**Local utilization**

(1.5 px per µm) The die is cut into 23 by 23 equal tiles; dark blue is low, red is high, 0 to 100% covered.
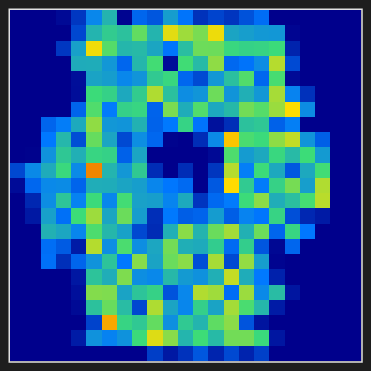
**Wires at chosen ports, followed through buffers**

(1.5 px per µm)
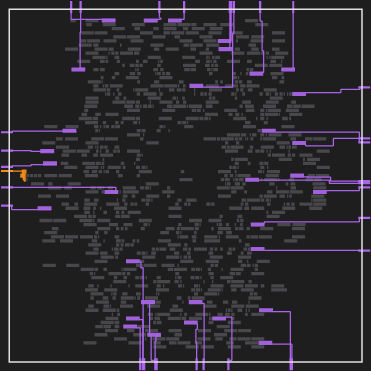
**Cell placement**

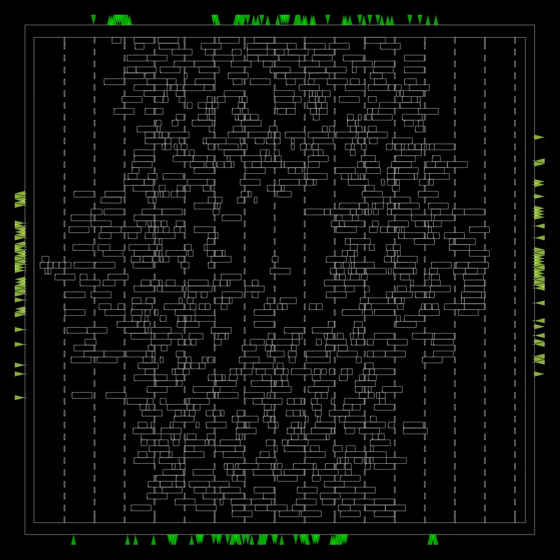
===== src/rtl/wb_gpio_irq_pkg.sv =====
`default_nettype none
// ============================================================================
// Module   : wb_gpio_irq_pkg
// Purpose  : Shared constants for the Wishbone GPIO block: register word
//            indices, debounce sample count, bus ack latency and a byte-lane
//            mask helper.
// Ports    : none (package)
// Revision : 1.0  initial release
// ============================================================================
package wb_gpio_irq_pkg;

    localparam logic [3:0] REG_DATA_IN    = 4'd0;
    localparam logic [3:0] REG_DATA_OUT   = 4'd1;
    localparam logic [3:0] REG_DIR        = 4'd2;
    localparam logic [3:0] REG_OUT_SET    = 4'd3;
    localparam logic [3:0] REG_OUT_CLR    = 4'd4;
    localparam logic [3:0] REG_RISE_EN    = 4'd5;
    localparam logic [3:0] REG_FALL_EN    = 4'd6;
    localparam logic [3:0] REG_IRQ_STATUS = 4'd7;
    localparam logic [3:0] REG_DEBOUNCE   = 4'd8;

    // Consecutive prescaler ticks that must agree before a pin's debounced
    // value follows the synchronised input.
    localparam int DEBOUNCE_SAMPLES = 3;

    // Wait states inserted by the registered acknowledge.
    localparam int ACK_LATENCY = 1;

    // Expand the four byte enables into a 32-bit write mask.
    function automatic logic [31:0] byte_mask(input logic [3:0] sel);
        return {{8{sel[3]}}, {8{sel[2]}}, {8{sel[1]}}, {8{sel[0]}}};
    endfunction

endpackage
`default_nettype wire


===== src/rtl/wb_gpio_irq_gpio_in_cond.sv =====
`default_nettype none
// ============================================================================
// Module   : gpio_in_cond
// Purpose  : Input conditioning for a vector of asynchronous pins:
//            SYNC_STAGES-deep synchroniser, optional tick-based debounce
//            (GPIO_DEBOUNCE_EN) and a previous-sample register for edge
//            detection.
// Ports    : clk_i, rst_i        clock, asynchronous active-high reset
//            gpio_i             raw pin inputs
//            deb_period_i       prescaler reload value   (GPIO_DEBOUNCE_EN)
//            deb_load_i         reload prescaler now     (GPIO_DEBOUNCE_EN)
//            value_o            conditioned pin value
//            rise_o / fall_o    unmasked rising / falling edge pulses
// Revision : 1.0  initial release
// ============================================================================
module gpio_in_cond
    import wb_gpio_irq_pkg::*;
#(
    parameter int WIDTH       = 32,
    parameter int SYNC_STAGES = 2
) (
    input  logic             clk_i,
    input  logic             rst_i,
    input  logic [WIDTH-1:0] gpio_i,
`ifdef GPIO_DEBOUNCE_EN
    input  logic [15:0]      deb_period_i,
    input  logic             deb_load_i,
`endif
    output logic [WIDTH-1:0] value_o,
    output logic [WIDTH-1:0] rise_o,
    output logic [WIDTH-1:0] fall_o
);

    logic [WIDTH-1:0] sync_q [SYNC_STAGES];
    logic [WIDTH-1:0] sync_s;
    logic [WIDTH-1:0] cond;
    logic [WIDTH-1:0] prev_q;

    always_ff @(posedge clk_i or posedge rst_i) begin
        if (rst_i) begin
            for (int i = 0; i < SYNC_STAGES; i++) sync_q[i] <= '0;
        end else begin
            sync_q[0] <= gpio_i;
            for (int i = 1; i < SYNC_STAGES; i++) sync_q[i] <= sync_q[i-1];
        end
    end

    assign sync_s = sync_q[SYNC_STAGES-1];

`ifdef GPIO_DEBOUNCE_EN
    logic [15:0] presc_q;
    logic        tick;

    // Tick when the prescaler hits zero; DEBOUNCE=0 therefore ticks every cycle.
    assign tick = (presc_q == 16'd0);

    always_ff @(posedge clk_i or posedge rst_i) begin
        if (rst_i)                   presc_q <= 16'd0;
        else if (deb_load_i || tick) presc_q <= deb_period_i;
        else                         presc_q <= presc_q - 16'd1;
    end

    for (genvar i = 0; i < WIDTH; i++) begin : g_pin
        logic [1:0] hits_q;
        logic       deb_q;

        // hits_q counts consecutive ticks that saw the opposite of deb_q;
        // any agreeing tick restarts the count.
        always_ff @(posedge clk_i or posedge rst_i) begin
            if (rst_i) begin
                hits_q <= 2'd0;
                deb_q  <= 1'b0;
            end else if (tick) begin
                if (sync_s[i] == deb_q) begin
                    hits_q <= 2'd0;
                end else if (hits_q == 2'(DEBOUNCE_SAMPLES - 1)) begin
                    hits_q <= 2'd0;
                    deb_q  <= sync_s[i];
                end else begin
                    hits_q <= hits_q + 2'd1;
                end
            end
        end

        assign cond[i] = deb_q;
    end
`else
    assign cond = sync_s;
`endif

    always_ff @(posedge clk_i or posedge rst_i) begin
        if (rst_i) prev_q <= '0;
        else       prev_q <= cond;
    end

    assign value_o = cond;
    assign rise_o  =  cond & ~prev_q;
    assign fall_o  = ~cond &  prev_q;

endmodule
`default_nettype wire


===== src/rtl/wb_gpio_irq.sv =====
`default_nettype none
// ============================================================================
// Module   : wb_gpio_irq
// Purpose  : Wishbone classic GPIO slave, 1..32 pins, synchronised inputs,
//            atomic set/clear of outputs, per-pin rise/fall edge detection
//            with W1C status and one level interrupt. Optional input
//            debounce is built when GPIO_DEBOUNCE_EN is defined.
// Ports    : wb_clk_i, wb_rst_i   clock, asynchronous active-high reset
//            wb_adr_i..wb_stb_i   Wishbone slave inputs (word address [5:2])
//            wb_dat_o, wb_ack_o   registered read data / acknowledge
//            gpio_i               asynchronous pin inputs
//            gpio_o, gpio_dir_o   registered pin outputs / output enables
//            irq_o                registered OR of IRQ_STATUS
// Revision : 1.0  initial release
// ============================================================================
module wb_gpio_irq
    import wb_gpio_irq_pkg::*;
#(
    parameter int               WIDTH       = 32,
    parameter int               SYNC_STAGES = 2,
    parameter logic [WIDTH-1:0] RESET_OUT   = '0,
    parameter logic [WIDTH-1:0] RESET_DIR   = '0
) (
    input  logic             wb_clk_i,
    input  logic             wb_rst_i,
    input  logic [3:0]       wb_adr_i,
    input  logic [31:0]      wb_dat_i,
    input  logic [3:0]       wb_sel_i,
    input  logic             wb_we_i,
    input  logic             wb_cyc_i,
    input  logic             wb_stb_i,
    output logic [31:0]      wb_dat_o,
    output logic             wb_ack_o,
    input  logic [WIDTH-1:0] gpio_i,
    output logic [WIDTH-1:0] gpio_o,
    output logic [WIDTH-1:0] gpio_dir_o,
    output logic             irq_o
);

    logic             ack_q;
    logic [31:0]      dat_q, dat_d;
    logic [WIDTH-1:0] out_q, out_d;
    logic [WIDTH-1:0] dir_q, dir_d;
    logic [WIDTH-1:0] ren_q, ren_d;
    logic [WIDTH-1:0] fen_q, fen_d;
    logic [WIDTH-1:0] status_q, status_d;
    logic [WIDTH-1:0] clr;
    logic             irq_q;

    logic             acc_en, wr_en;
    logic [31:0]      wmask, wdat_m;
    logic [WIDTH-1:0] wmask_w, wdat_w;
    logic [WIDTH-1:0] din, rise, fall;
    logic [31:0]      rdata;

    // An access is serviced only on the cycle before ack rises, which makes
    // every access exactly one wait state and keeps acks from abutting.
    assign acc_en  = wb_cyc_i & wb_stb_i & ~ack_q;
    assign wr_en   = acc_en & wb_we_i;
    assign wmask   = byte_mask(wb_sel_i);
    assign wdat_m  = wb_dat_i & wmask;
    assign wmask_w = wmask[WIDTH-1:0];
    assign wdat_w  = wdat_m[WIDTH-1:0];

`ifdef GPIO_DEBOUNCE_EN
    logic [15:0] deb_q, deb_d;
    logic        deb_load;

    assign deb_load = wr_en && (wb_adr_i == REG_DEBOUNCE);

    gpio_in_cond #(
        .WIDTH       (WIDTH),
        .SYNC_STAGES (SYNC_STAGES)
    ) u_in_cond (
        .clk_i        (wb_clk_i),
        .rst_i        (wb_rst_i),
        .gpio_i       (gpio_i),
        .deb_period_i (deb_d),
        .deb_load_i   (deb_load),
        .value_o      (din),
        .rise_o       (rise),
        .fall_o       (fall)
    );
`else
    gpio_in_cond #(
        .WIDTH       (WIDTH),
        .SYNC_STAGES (SYNC_STAGES)
    ) u_in_cond (
        .clk_i   (wb_clk_i),
        .rst_i   (wb_rst_i),
        .gpio_i  (gpio_i),
        .value_o (din),
        .rise_o  (rise),
        .fall_o  (fall)
    );
`endif

    always_comb begin
        out_d = out_q;
        dir_d = dir_q;
        ren_d = ren_q;
        fen_d = fen_q;
        clr   = '0;
`ifdef GPIO_DEBOUNCE_EN
        deb_d = deb_q;
`endif
        if (wr_en) begin
            case (wb_adr_i)
                REG_DATA_OUT:   out_d = (out_q & ~wmask_w) | wdat_w;
                REG_DIR:        dir_d = (dir_q & ~wmask_w) | wdat_w;
                REG_OUT_SET:    out_d = out_q | wdat_w;
                REG_OUT_CLR:    out_d = out_q & ~wdat_w;
                REG_RISE_EN:    ren_d = (ren_q & ~wmask_w) | wdat_w;
                REG_FALL_EN:    fen_d = (fen_q & ~wmask_w) | wdat_w;
                REG_IRQ_STATUS: clr   = wdat_w;
`ifdef GPIO_DEBOUNCE_EN
                REG_DEBOUNCE:   deb_d = (deb_q & ~wmask[15:0]) | wdat_m[15:0];
`endif
                default: ;
            endcase
        end
        // A new edge in the same cycle as a W1C clear keeps the bit set.
        status_d = (status_q & ~clr) | (rise & ren_q) | (fall & fen_q);
    end

    always_comb begin
        rdata = 32'd0;
        case (wb_adr_i)
            REG_DATA_IN:    rdata = 32'(din);
            REG_DATA_OUT:   rdata = 32'(out_q);
            REG_DIR:        rdata = 32'(dir_q);
            REG_RISE_EN:    rdata = 32'(ren_q);
            REG_FALL_EN:    rdata = 32'(fen_q);
            REG_IRQ_STATUS: rdata = 32'(status_q);
`ifdef GPIO_DEBOUNCE_EN
            REG_DEBOUNCE:   rdata = 32'(deb_q);
`endif
            default:        rdata = 32'd0;
        endcase
        dat_d = (acc_en && !wb_we_i) ? rdata : 32'd0;
    end

    always_ff @(posedge wb_clk_i or posedge wb_rst_i) begin
        if (wb_rst_i) begin
            ack_q    <= 1'b0;
            dat_q    <= 32'd0;
            out_q    <= RESET_OUT;
            dir_q    <= RESET_DIR;
            ren_q    <= '0;
            fen_q    <= '0;
            status_q <= '0;
            irq_q    <= 1'b0;
        end else begin
            ack_q    <= acc_en;
            dat_q    <= dat_d;
            out_q    <= out_d;
            dir_q    <= dir_d;
            ren_q    <= ren_d;
            fen_q    <= fen_d;
            status_q <= status_d;
            irq_q    <= |status_q;
        end
    end

`ifdef GPIO_DEBOUNCE_EN
    always_ff @(posedge wb_clk_i or posedge wb_rst_i) begin
        if (wb_rst_i) deb_q <= 16'd0;
        else          deb_q <= deb_d;
    end
`endif

    assign wb_ack_o   = ack_q;
    assign wb_dat_o   = dat_q;
    assign gpio_o     = out_q;
    assign gpio_dir_o = dir_q;
    assign irq_o      = irq_q;

endmodule
`default_nettype wire


===== config.mk =====
export PLATFORM = sky130hd
export DESIGN_NAME = wb_gpio_irq
export DESIGN_NICKNAME = d
export VERILOG_FILES = /design/src/rtl/wb_gpio_irq_pkg.sv /design/src/rtl/wb_gpio_irq_gpio_in_cond.sv /design/src/rtl/wb_gpio_irq.sv
export SDC_FILE = /design/constraint.sdc
export NUM_CORES = 1
export LEC_CHECK = 0
export CORE_MARGIN = 4
export CORE_UTILIZATION = 24
export DETAILED_ROUTE_END_ITERATION = 8
export DONT_BUFFER_PORTS = 1
export PLACE_DENSITY = 0.42
export SLEW_MARGIN = 20
export SYNTH_ARGS = -nofsm -noshare
export SYNTH_HDL_FRONTEND = slang
export SYNTH_SLANG_ARGS = --single-unit

===== constraint.sdc =====
create_clock -name wb_clk_i -period 28.2 [get_ports wb_clk_i]
set_input_delay 2.82 -clock wb_clk_i [delete_from_list [all_inputs] [get_ports wb_clk_i]]
set_output_delay 2.82 -clock wb_clk_i [all_outputs]
set_load 0.01 [all_outputs]

==> flow_summary.yaml <==
# flow metrics
clocking:
  clk_ins_delay_skew_pair_ns: 0.56
  htree_levels: 2
  cts-hold-fix-buffers: 0
  clockRootBuffer: "clkbuf_16"
  cts_tree: "yes"
  clock_sink_count: 290
  post_cts.resized_instances: 0
  cts.clk_slew.worst_paths_ns: 0.05
  post_cts_buffers: 0
  cts_buf_count: 36
sta:
  timing_worst_slew_pin_value_ns: 1.057
  slew_viol_final: 0
  final-hold-violation-count: 0
  fin_skew_ns: 0.01467
  rsz_0062_raised_after_global_routing: "no"
  final_setup_tns_ns: 0
  timing.max_slew.rel_slack_pct: 29.46
  finalSetupViolations: 0
  fmax_ghz: 0.2242
  setup_slack_ns: 23.74
final_layout:
  fin_area_um2: 14180
  synth_to_layout_area_growth_pct: 15.50
  design.final.nets: 1009
  final_core_utilization_pct: 28.15
power:
  ir_worst_vdd_mv: 0.03635
  internal_power_mw: 0.7462
  comb_power_share_pct: 5.0
  sequentialPowerShare_pct: 46.9
  power.switching_fraction_pct: 24.12
  cellPowerDensity_nw_per_um2: 69.35
status:
  outcome: "finished, final reports clean"
detailed_routing:
  violation_count_after_the_first_detailed_routing_iteration: 656
  firstDrtPassIters: 5
  route.detailed.drc: 0
  vias: 8360
  routed_wirelength_um: 41360
  avgViaCountPerCell: 5.116
  detail-route-antenna-nets: 0
  route.detailed.wl_per_inst_um: 25.31
floorplanning:
  die_height_um: 234.2
  floorplanUtilization_pct: 24.37
  horizontal_die_dimension_um: 234.2
  floorplan.core_area_um2: 50380
  floorplan.die_area_um2: 54840
  io_pins: 175
yosys:
  ys_async_sr_fraction_pct: 100.0
  yosys_cells: 950
  postSynthCellCount: 950
  netlist.top_cell.by_instances: "dfrtp_1"
  adder_share_pct: 0
  yosysChipArea_um2: 12280
  edf_count: 0
  logic_family: "AND-OR/OR-AND gates"
  simple_share_pct: 12.60
  synth_cell_types: 34
  ys_sh_aoi_pct: 14.78
  synth_area_um2: 12280
  numSynthFlops: 290
  synth-warning-count: 0
  synthTopCellsByArea: "dfrtp_1 (59%), mux2_2 (6.6%), nand2_1 (3.0%), mux2_4 (2.9%), a222oi_1 (2.6%)"
  synth-seq-area-share_pct: 59.11
  synthFlopType: "dfrtp_1"
critical_path:
  rr_endpoint: "gpio_o[28]"
  cp-end-kind: "flip-flop"
  critical_path_class: "in -> reg"
  reg2reg_from: "wb_ack_o"
  crit_path_max_fanout: 73
  timing.critical_path.required_ns: 28.63
worst_hold_path:
  worst_min_path_class: "reg -> reg"
  min_path_cells: 0
place:
  numPortBuffers: 0
  placement.setup.worst_slack_ns: 23.21
  placed_cells_incl_taps: 1566
  post_dp_cell_area_um2: 12970
  globalplace.congestion: 0.7911
  detailed_placement_wirelength_estimate_um: 26730
grt:
  track_usage_pct: 15.02
  number_of_antenna_violations_at_the_first_check_in_global_routing: 3
  gr-total-overflow: 0
  largest_net_degree_at_the_start_of_global_routing: 92
flow_run:
  warning_count: 26
  cap_violations: 0
## Picture notes: 'local utilization'
The mean over all tiles is 24%. The emptiest ninth of the die: lower right. The fullest tile reaches 85%. 33% of the tiles are nearly empty.

## Picture notes: 'wires at chosen ports, followed through buffers'
Purple stands for wb_dat_o, direction output, end cells 32, buffers 0, wire 1280 µm. Orange stands for wb_cyc_i, direction input, end cells 3, buffers 0, wire 15.5 µm.

## Picture notes: 'cell placement'
number of fill cells in the layout: 5090
post-route non-filler standard cell count: 1634
Core Rows: 82

-- final cells by class --
| type | instances | area [µm²] |
|---|---|---|
| flip-flops and latches | 290 | 7257 |
| diodes | 2 | 5.005 |
| well taps | 672 | 840.8 |
| clock buffers | 51 | 1039 |
| fillers | 5090 | 36200 |
| multi-input cells | 551 | 4602 |
| inverters | 37 | 146.4 |
| clock inverters | 15 | 170.2 |
| repair buffers | 16 | 120.1 |
-- kinds of logic (layout without fill, tap and decap cells) --
logic type | Yosys count | count (layout)
flip-flops | 290 | 290
AND/OR/NAND/NOR | 230 | 230
AND-OR/OR-AND | 225 | 225
buffers and inverters | 109 | 119
multiplexers | 96 | 96
other | 0 | 2
-- critical path, cell delays in order --
cell	delay, ns
nor4bb_4	0.80
buf_4	0.61
nand3_4	0.26
mux2_2	0.34
-- power groups by stage --
stage	clock [mW]	sequential, mW	combinational, mW
4_1_cts	0.490	0.461	0.0508
5_1_grt	0.507	0.464	0.0554
6_report	0.473	0.461	0.0494
2_1_floorplan	0	0.459	0.0442
3_3_place_gp	0	0.469	0.0499
3_5_place_dp	0	0.469	0.0508
-- per-stage QoR --
stage | hold slack, ns | power [mW]
6_report | 0.3453 | 0.9833
2_1_floorplan | 0.3312 | 0.5035
4_1_cts | 0.3471 | 1.003
5_1_grt | 0.3515 | 1.027
3_5_place_dp | 0.3347 | 0.5196
3_3_place_gp | 0.3334 | 0.5189
-- cells in the final DEF (no fill, tap or decap), types with 2 or more instances in the layout --
cell type and count:
buf_4 16, a21o_1 32, nor4b_4 3, clkbuf_1 8, inv_1 36, nand4b_1 2, or3_1 2, nand2_1 97
mux2_2 72, nand4_1 34, inv_6 3, nand3b_1 32, clkinv_2 6, dfrtp_1 290, nor4bb_4 3, o221ai_1 32
clkbuf_8 6, bufinv_16 3, nand3_4 12, clkinvlp_4 2, diode_2 2, clkbuf_16 37, or4b_1 32, o311ai_0 31
o211ai_1 32, a31oi_1 32, o31ai_1 32, a222oi_1 32, nor4_1 8, mux2_4 24
-- routing by layer --
layer  GRT usage [%]  share of wire [%]  vias up
li1                -                  -     3654
met1           19.38                 41     4348
met2           23.86                 48      296
met3           4.871                8.6       62
met4           5.069                2.5        0
met5               0                  0        -
-- how the worst max path moves through the flow --
| stage | startpoint | endpoint |
|---|---|---|
| finish | wb_adr_i[2] | flip-flop |
| global route | wb_adr_i[0] | flip-flop |
| global placement | wb_adr_i[2] | flip-flop |
| detailed placement | wb_adr_i[2] | flip-flop |
| floorplan | wb_rst_i | asynchronous set/reset pin |
| CTS | wb_adr_i[2] | flip-flop |
Power and IR drop assume default switching activity.
